==> config.mk <==
export PLATFORM = sky130hd
export DESIGN_NAME = interval_timer_flat
export DESIGN_NICKNAME = d
export VERILOG_FILES = /design/src/rtl/interval_timer_pkg.sv /design/src/rtl/interval_timer_if.sv /design/src/rtl/interval_timer_prescaler.sv /design/src/rtl/interval_timer.sv /design/src/flat_wrapper.sv
export SDC_FILE = /design/constraint.sdc
export NUM_CORES = 1
export LEC_CHECK = 0
export CORE_MARGIN = 3
export CORE_UTILIZATION = 40
export DETAILED_ROUTE_END_ITERATION = 10
export PLACE_DENSITY = 0.73
export RECOVER_POWER = 50
export SKIP_LAST_GASP = 1
export SLEW_MARGIN = 20
export SYNTH_ARGS = -nofsm -noshare
export SYNTH_HDL_FRONTEND = slang
export SYNTH_SLANG_ARGS = --single-unit
==> constraint.sdc <==
create_clock -name clk_i -period 2.9 [get_ports clk_i]
set_input_delay 0.29 -clock clk_i [delete_from_list [all_inputs] [get_ports clk_i]]
set_output_delay 0.29 -clock clk_i [all_outputs]
set_load 0.01 [all_outputs]
### Wiring heat map

The bar under the picture is 20 microns long. The die is cut into 18 by 18 equal tiles; white is low, dark blue is high, scaled to the fullest tile. Values are wire area over tile area, all layers added.
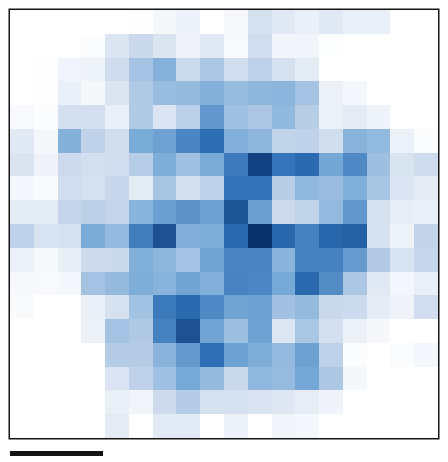
nearly empty tiles: 23%
fullest tile: 0.63
tiles over half the peak: 16%
Total Wirelength: 8230 microns
routed vias: 2,902
routed len/inst: 16.2 microns
GRT Total Usage: 19.5%

### Clock network drawn from the DEF

The bar under the picture is 20 microns long.
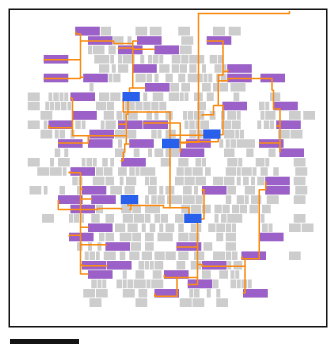
[blue] clock-net drivers | count: 5
[orange] clock wires | length: 651 microns
[purple] flip-flops | count: 53
flops lie: widely spread
clk ins delay skew pair: 320 ps
Final Skew: 14.9 ps
Clk power: 0.454 mW
clock share of power: 20.7%

### Zoomed window

Window x 26 to 66, y 26 to 66 microns. Cells in gray, sequential cells in the stronger gray; small squares are vias.
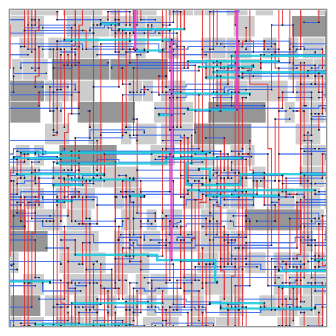
| color | layer |
|---|---|
| magenta | M4 |
| red | M2 |
| blue | M1 |
| cyan | M3 |
sequential cells in the window: 12
most frequent: dfxtp_1 (12), nand2_1 (11), xnor2_1 (10)
cells with their middle in the window: 137

### Met3 routing

Cells faint in the background.
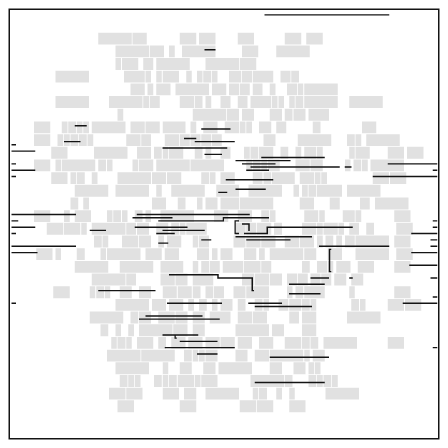
wire length on this layer: 583 microns
share of all routed wire: 7.1%
nets with wire on the layer: 61
main direction: horizontal
met3 usage: 3.77%

### Clock wiring as the flow saved it

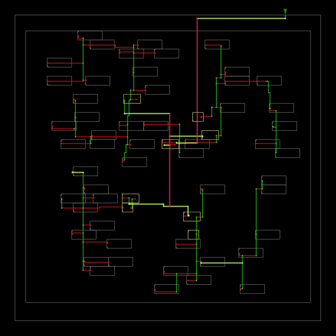
clkbuf count: 5
CTS Buf Count: 5
FF+latch count: 53
# clock sinks: 53

==> deck_impl_summary.md <==
Run Summary

Final layout
  – Inverter count: 12
  – Data buffer area share: 15.5%
  – Sequential cell area: 1060 sq um
  – Nets: 447
  – Layout cell share with drive strength beyond 1: 7.28%
  – Filler Cells Inserted: 709
  – Flop share of the area: 29.5%
  – Comb gates: 280
  – Clock-cell share: 2.64%
  – Top Layout Cells: nand2_1 (69), dfxtp_1 (53), clkdlybuf4s50_1 (33)
  – Logic share of the area: 47.8%
  – Dominant kind of cell by area: multi-input combinational cells
  – Synth-to-layout area growth: 22.2%
  – Diode count: 0
  – Non-clk bufs: 59
  – Logic area: 1720 sq um

Worst hold path
  – Hold Path Depth: 2
  – Hold WC Path Type: register to register

STA
  – Final setup margin: 549 ps
  – Final min period: 2350 ps
  – Period utilization: 81.1%
  – Final hold violation count: 0
  – Unrepaired setup endpoints after global routing: false
  – Max Clk Rate: 425 MHz
  – Final setup viols: 0
  – Normalized max-slew margin: 20.1%
  – Slew Limit Fails: 0

Synth
  – Distinct lib cells used: 50
  – Leading area contributor after synthesis: dfxtp_1
  – Top-area cell share: 36.0%
  – Post-synthesis cell count: 369
  – Top-count cell post-synth: nand2_1
  – Yosys stat cell total: 369
  – Mean Syn Cell Area: 7.99 sq um
  – Ys flop type: dfxtp_1
  – Chip area in the Yosys report: 2950 sq um
  – Post-synth top cells: nand2_1 (69), dfxtp_1 (53), a21oi_1 (32)
  – Ys Warns: 0
  – Synth async-reset ratio: 0%
  – Post-Synthesis Cell Area: 2950 sq um
  – Sequential-to-total area share from yosys stat: 36.0%
  – Synth flops: 53

Routing
  – Top routing layer used: met4
  – DR vias/cell: 5.71
  – WL met1: 3700 microns
  – Met3 WL: 583 microns
  – Routed wl met2: 3840 microns
  – DRT iter0 DRCs: 214
  – DR pass1 iterations: 5
  – Antenna-violating nets left: 0
  – Remaining DRCs: 0

Power
  – Lkg Pwr: 1.33 nW
  – Net Sw Frac: 38.0%
  – Comb power frac: 38.9%
  – Flop+latch power: 0.884 mW
  – Internal Pwr Total: 1.36 mW
  – Cell Pwr Density: 608 nW/um^2
  – Pwr top: registers
  – NetSw: 0.831 mW
  – Comb power: 0.851 mW
  – Max VDD drop: 0.000231 V
  – Sequential share of power: 40.4%

Clocking
  – Setup bufs post-CTS: 0
  – Clk buf depth: 2
  – CTS tree: built
  – Hold buffers post-CTS: 0
  – Clock-pin slew on the worst setup and hold paths: 90 ps
  – Root Buffer Master: clkbuf_8
  – Post-CTS sizing: 0
  – # H-tree levels: 2

Place
  – Dpl ws: 580 ps
  – GP Congestion: 0.878
  – Buffers added on ports: 47
  – Final HPWL from detailed placement: 5950 microns

Setup path
  – CP peak stage delay: 680 ps
  – WP data arrival: 2570 ps
  – Reg2reg path depth: 7
  – WS Path Type: register to register
  – Crit-path cells: inv_1, ha_1, nor3b_1, and4_1, nand3_1, o311a_1, o31ai_1
  – Worst path depth: 7
  – CP bufs+invs: 1
  – Crit path launch type: register
  – Critical Path Fanout Max: 15
  – Crit path DRT: 3120 ps
  – CP max-delay cell: and4_1
  – R2r setup slk: 550 ps
  – Endpoint class of the critical path: register
  – Critical path's top delay family: simple AND/OR/NAND/NOR gates

Job
  – Max cap viols: 0
  – Log Warnings: 29

Global routing
  – Vias in the first global route: 2,758
  – First-pass GRT wire length: 13,400 microns
  – Gr ovfl total: 0
  – Met1 Resource Use GR: 26.5%
  – Initial antenna violation count: 0
  – Busiest layer in global routing: met2
  – Largest net degree at the start of global routing: 25

Floorplanning
  – Core Density at Floorplan: 42.2%
  – Horizontal die size: 91.8 microns
  – Well Taps: 96
  – Rows: 30
  – Die Area: 8430 sq um
  – # IOs: 48
  – Core Region: 6980 sq um

Status
  – Status: finished, final reports clean
kinds of logic (layout without fill, tap and decap cells):
family / Yosys count / in the layout / synth area share (%)
compound gates: 86 / 86 / 19.4
xor+xnor: 27 / 27 / 8.03
fa+ha+maj: 6 / 6 / 2.55
buf+inv: 36 / 79 / 5.56
flops: 53 / 53 / 36.0
mux: 1 / 1 / 0.340
simple gates: 160 / 160 / 28.1
per-stage QoR:
stage               area, sq um  cells  utilization, %  hold slack (ps)  total power, mW
floorplan                  2950    369               -              403             1.46
global placement           3510    500            50.3              438             1.73
detailed placement         3510    500            50.3              442             1.75
CTS                        3600    508            51.6              456             2.20
global route               3600    508            51.6              482             2.31
finish                     3600    508            51.6              457             2.19
Power figures rest on the tool's default switching activity, not on a simulated workload.
